`src/rtl/exec_pkg.sv`:
```
// Shared constants for the execute stage: opcodes, ALU operation codes, default widths.
package exec_pkg;

  localparam int unsigned DEF_WIDTH = 16;
  localparam int unsigned DEF_IMM_W = 7;
  localparam int unsigned OPC_W     = 3;
  localparam int unsigned FUNC_W    = 4;
  localparam int unsigned ALU_W     = 3;

  // Major opcodes (instruction[15:13])
  localparam logic [OPC_W-1:0] OP_RTYPE = 3'b000;
  localparam logic [OPC_W-1:0] OP_ADDI  = 3'b001;
  localparam logic [OPC_W-1:0] OP_LW    = 3'b010;
  localparam logic [OPC_W-1:0] OP_SW    = 3'b011;
  localparam logic [OPC_W-1:0] OP_BEQ   = 3'b100;
  localparam logic [OPC_W-1:0] OP_JMP   = 3'b101;
  localparam logic [OPC_W-1:0] OP_ANDI  = 3'b110;
  localparam logic [OPC_W-1:0] OP_ORI   = 3'b111;

  // ALU operation codes (also the R-type func[2:0] encoding)
  localparam logic [ALU_W-1:0] ALU_ADD = 3'b000;
  localparam logic [ALU_W-1:0] ALU_SUB = 3'b001;
  localparam logic [ALU_W-1:0] ALU_AND = 3'b010;
  localparam logic [ALU_W-1:0] ALU_OR  = 3'b011;
  localparam logic [ALU_W-1:0] ALU_XOR = 3'b100;
  localparam logic [ALU_W-1:0] ALU_SLT = 3'b101;
  localparam logic [ALU_W-1:0] ALU_SLL = 3'b110;
  localparam logic [ALU_W-1:0] ALU_SRL = 3'b111;

endpackage

```
`src/rtl/exec_alu_core.sv`:
```
// Combinational ALU: eight operations, carry/no-borrow flag and zero flag.
module exec_alu_core
  import exec_pkg::*;
#(
  parameter int unsigned WIDTH = DEF_WIDTH
) (
  input  logic [WIDTH-1:0] i_a,
  input  logic [WIDTH-1:0] i_b,
  input  logic [ALU_W-1:0] i_alu_code,
  output logic [WIDTH-1:0] o_result,
  output logic             o_carry,
  output logic             o_zero
);

  localparam int unsigned SHW = $clog2(WIDTH);

  logic [WIDTH:0] w_sum;

  // Operation select; subtraction is A + ~B + 1 so bit WIDTH reads as "no borrow"
  always_comb begin
    w_sum    = '0;
    o_result = '0;
    o_carry  = 1'b0;
    case (i_alu_code)
      ALU_ADD: begin
        w_sum    = {1'b0, i_a} + {1'b0, i_b};
        o_result = w_sum[WIDTH-1:0];
        o_carry  = w_sum[WIDTH];
      end
      ALU_SUB: begin
        w_sum    = {1'b0, i_a} + {1'b0, ~i_b} + {{WIDTH{1'b0}}, 1'b1};
        o_result = w_sum[WIDTH-1:0];
        o_carry  = w_sum[WIDTH];
      end
      ALU_AND: o_result = i_a & i_b;
      ALU_OR:  o_result = i_a | i_b;
      ALU_XOR: o_result = i_a ^ i_b;
      ALU_SLT: o_result = ($signed(i_a) < $signed(i_b)) ? {{(WIDTH-1){1'b0}}, 1'b1} : '0;
      ALU_SLL: o_result = i_a << i_b[SHW-1:0];
      ALU_SRL: o_result = i_a >> i_b[SHW-1:0];
      default: o_result = '0;
    endcase
  end

  // Zero flag always reflects the final result
  assign o_zero = (o_result == '0);

endmodule

```
`src/rtl/execute_stage.sv`:
```
// Execute stage: ALU-control decode, B-operand mux, ALU, and registered status copy.
module execute_stage
  import exec_pkg::*;
#(
  parameter int unsigned WIDTH = DEF_WIDTH,
  parameter int unsigned IMM_W = DEF_IMM_W
) (
  input  logic              clk,
  input  logic              rst,
  input  logic [OPC_W-1:0]  opcode,
  input  logic [FUNC_W-1:0] func,
  input  logic [WIDTH-1:0]  read1,
  input  logic [WIDTH-1:0]  read2,
  input  logic [IMM_W-1:0]  immediate,
  input  logic              alu_src,
  output logic [ALU_W-1:0]  alu_code,
  output logic [WIDTH-1:0]  alu_result,
  output logic              carry,
  output logic              is_zero,
  output logic              illegal_op,
  output logic [WIDTH-1:0]  result_q,
  output logic              carry_q,
  output logic              zero_q
);

  logic [ALU_W-1:0] w_alu_code;
  logic             w_illegal;
  logic [WIDTH-1:0] w_imm_ext;
  logic [WIDTH-1:0] w_b;
  logic [WIDTH-1:0] w_result;
  logic             w_carry;
  logic             w_zero;

  logic [WIDTH-1:0] r_result;
  logic             r_carry;
  logic             r_zero;

  // Opcode/func to ALU operation; unknown R-type funcs fall back to ADD and flag illegal
  always_comb begin
    w_alu_code = ALU_ADD;
    w_illegal  = 1'b0;
    case (opcode)
      OP_RTYPE: begin
        if (func[FUNC_W-1]) begin
          w_alu_code = ALU_ADD;
          w_illegal  = 1'b1;
        end else begin
          w_alu_code = func[ALU_W-1:0];
        end
      end
      OP_ADDI: w_alu_code = ALU_ADD;
      OP_LW:   w_alu_code = ALU_ADD;
      OP_SW:   w_alu_code = ALU_ADD;
      OP_BEQ:  w_alu_code = ALU_SUB;
      OP_JMP:  w_alu_code = ALU_ADD;
      OP_ANDI: w_alu_code = ALU_AND;
      OP_ORI:  w_alu_code = ALU_OR;
      default: w_alu_code = ALU_ADD;
    endcase
  end

  // Immediate is sign-extended for every immediate op, logical ones included
  assign w_imm_ext = {{(WIDTH-IMM_W){immediate[IMM_W-1]}}, immediate};
  assign w_b       = alu_src ? w_imm_ext : read2;

  exec_alu_core #(
    .WIDTH(WIDTH)
  ) u_alu (
    .i_a        (read1),
    .i_b        (w_b),
    .i_alu_code (w_alu_code),
    .o_result   (w_result),
    .o_carry    (w_carry),
    .o_zero     (w_zero)
  );

  // Status/debug copy of the ALU outputs, cleared by synchronous reset
  always_ff @(posedge clk) begin
    if (rst) begin
      r_result <= '0;
      r_carry  <= 1'b0;
      r_zero   <= 1'b0;
    end else begin
      r_result <= w_result;
      r_carry  <= w_carry;
      r_zero   <= w_zero;
    end
  end

  assign alu_code   = w_alu_code;
  assign illegal_op = w_illegal;
  assign alu_result = w_result;
  assign carry      = w_carry;
  assign is_zero    = w_zero;
  assign result_q   = r_result;
  assign carry_q    = r_carry;
  assign zero_q     = r_zero;

endmodule

```
`config.mk`:
```
export PLATFORM = sky130hd
export DESIGN_NAME = execute_stage
export DESIGN_NICKNAME = d
export VERILOG_FILES = /design/src/rtl/exec_pkg.sv /design/src/rtl/exec_alu_core.sv /design/src/rtl/execute_stage.sv
export SDC_FILE = /design/constraint.sdc
export NUM_CORES = 1
export LEC_CHECK = 0
export ABC_CLOCK_PERIOD_IN_PS = 7250
export CORE_MARGIN = 10
export CORE_UTILIZATION = 53
export CTS_CLUSTER_SIZE = 30
export DETAILED_ROUTE_END_ITERATION = 12
export PLACE_DENSITY_LB_ADDON = 0.12
export SETUP_SLACK_MARGIN = 0.2
export SYNTH_ARGS = -nofsm -noshare
export SYNTH_HDL_FRONTEND = slang
export SYNTH_SLANG_ARGS = --single-unit
export TNS_END_PERCENT = 100
```
`constraint.sdc`:
```
create_clock -name clk -period 7.25 [get_ports clk]
set_input_delay 1.0875 -clock clk [delete_from_list [all_inputs] [get_ports clk]]
set_output_delay 1.0875 -clock clk [all_outputs]
set_load 0.03 [all_outputs]
```
met1.png
(3 px per um) Supply wires on this layer in grey.
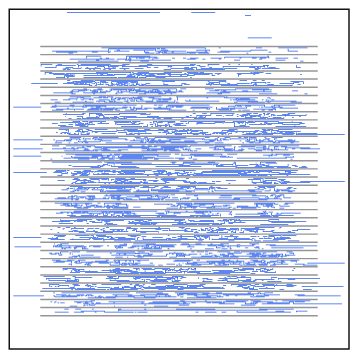
729 nets have wire on it. The layer carries 7390 um of wire. The layer holds 37% of the routed length.
WL final: 19800 um
met1 Use GR: 37.1%
routed vias: 5655

met2.png
(2 px per um)
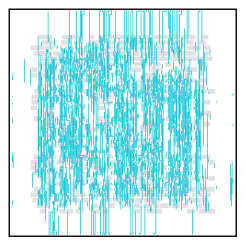
The layer holds 45% of the routed length. The longest straight run is 51.7 um.

==> impl_metrics.ini <==
; physical design summary
[outcome]
status = finished, final reports clean

[placed_design]
dp_cells = 800
pre_cts_slack_ps = 379
dp_hpwl_um = 15700
portBuffers = 88

[floorplan]
core_um2 = 8300
ios = 89
fp-utilization_pct = 55.0
die_area_um2 = 12700

[final_timing]
layout_setup_ws_ps = 649
setup_viol = 0
hold_violations = 0

[synthesis]
post_synth_inst_count = 622
yosys_area_um2 = 4560
ys.flop_type = dfxtp_1

[cells_and_area]
final_cells = 804
final_layout_size_suffix_gt1_share_pct = 9.01
final_cell_mix = 85 x clkdlybuf4s50_1, 68 x a21oi_1, 54 x inv_1

[detailed_routing]
drcViolationCount = 0
dr.pass1.iters = 6
ant_nets = 0
dr.first_iter.drc_count = 706

[global_route]
globalRouteOverflowTotal = 0
grt_use_total_pct = 29.0
grt_pass1_wl_um = 30300
grt_start_max_net_pins = 31

[power_and_ir_drop]
leakage_nw = 2.37

[hold_path]
holdPathEnd = result_q[4]

[critical_path]
critPathTopFamily = simple AND/OR/NAND/NOR gates
crit_chain = dlymetal6s2s_1 > buf_4 > mux2i_4 > inv_4 > ha_1 > fa_1 > nor2b_1 > o211a_1 > or2_2 > a22o_1 > a221o_1 > or4b_1 > nor4_1 > nand4_1 > nor3b_1 > buf_4

[cts]
cts_tree = yes
cts_max_path_buffers = 2

[run]
warnings = 59
maxCapViolCount = 0
met3.png
(3 px per um)
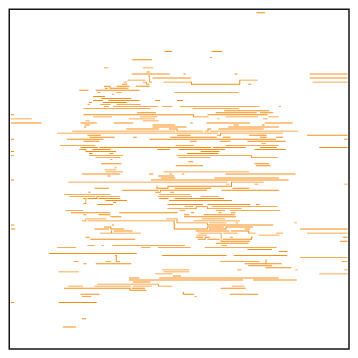
The wires run mostly horizontal. The layer holds 13% of the routed length. The layer carries 2550 um of wire.

met4.png
(3 px per um) Supply wires on this layer in grey.
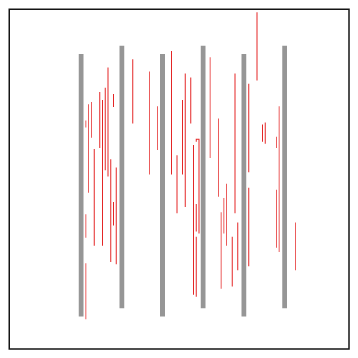
The layer holds 5.1% of the routed length. The wires run mostly vertical.

[flip-flops by register name, summed over array words and instances, names as in the netlist]
signal,cells
result_q,16
carry_q,1
zero_q,1
[worst max path at each step]
stage / to / slack (ps) / startpoint / cells past startpoint
global placement: is_zero / 550 / alu_src / 16
finish: is_zero / 650 / alu_src / 16
floorplan: is_zero / 960 / alu_src / 15
CTS: is_zero / 340 / alu_src / 16
global route: is_zero / 420 / immediate[6] / 16
detailed placement: is_zero / 380 / alu_src / 16
[logic make-up (layout without fill, tap and decap cells)]
kind of cell | after synthesis | after routing | share of synthesized area (%)
simple gates | 192 | 192 | 21.7
fa+ha+maj | 51 | 51 | 14.3
xor+xnor | 13 | 13 | 2.50
flops | 18 | 18 | 7.90
compound gates | 219 | 219 | 32.7
buf+inv | 93 | 170 | 9.60
mux | 36 | 36 | 11.4
[metal layers]
layer,track usage (%),share of wire (%),up-vias
li1,-,-,2468
met1,37.1,37,2595
met2,47.0,45,501
met3,5.28,13,91
met4,10.9,5.0,0
met5,0,0,-
[cells in the mapped netlist (5+ instances only)]
| library cell | instances |
|---|---|
| xnor2_1 | 12 |
| a211oi_1 | 8 |
| nor2b_1 | 16 |
| a221o_1 | 5 |
| ha_1 | 49 |
| clkbuf_1 | 15 |
| o21ai_1 | 7 |
| dfxtp_1 | 18 |
| nor3_1 | 9 |
| buf_2 | 11 |
| mux2i_1 | 23 |
| nand2b_1 | 11 |
| a21o_1 | 8 |
| o22ai_1 | 15 |
| nand3_1 | 16 |
| mux4_2 | 7 |
| buf_6 | 7 |
| inv_1 | 54 |
| or3_1 | 6 |
| nor2_1 | 46 |
| o21ai_0 | 28 |
| o21bai_1 | 5 |
| o211ai_1 | 8 |
| nand2_1 | 48 |
| o32ai_1 | 5 |
| a21oi_1 | 68 |
[metrics by stage]
stage	cell area [um2]	util (%)	hold WS, ps
after floorplan	4560	-	1160
after global placement	5500	66.3	1950
after detailed placement	5500	66.3	1950
after CTS	5560	67.0	1820
after global routing	5580	67.3	1880
final	5580	67.3	1840
[report_power, final]
part           switching [mW]  total, mW  internal [mW]  leakage (nW)
logic                   0.372      0.608          0.235          2.19
clock network          0.0373     0.0857         0.0484        0.0288
registers             0.00353      0.116          0.112         0.149
total                   0.413      0.809          0.396          2.37
[cell type report]
cell class              instances  area [um2]
fillers                       709        2720
flip-flops and latches         18         360
well taps                     105         131
multi-input cells             511        3790
repair buffers                108        1030
clock buffers                   4        55.1
inverters                      58         220
[what timing repair did]
action                     in CTS  in global routing
hold endpoints to repair        0                  0
resized                         0                  5
setup endpoints to repair       0                  4
No activity file was given, so power comes from the tool's default toggle rates.
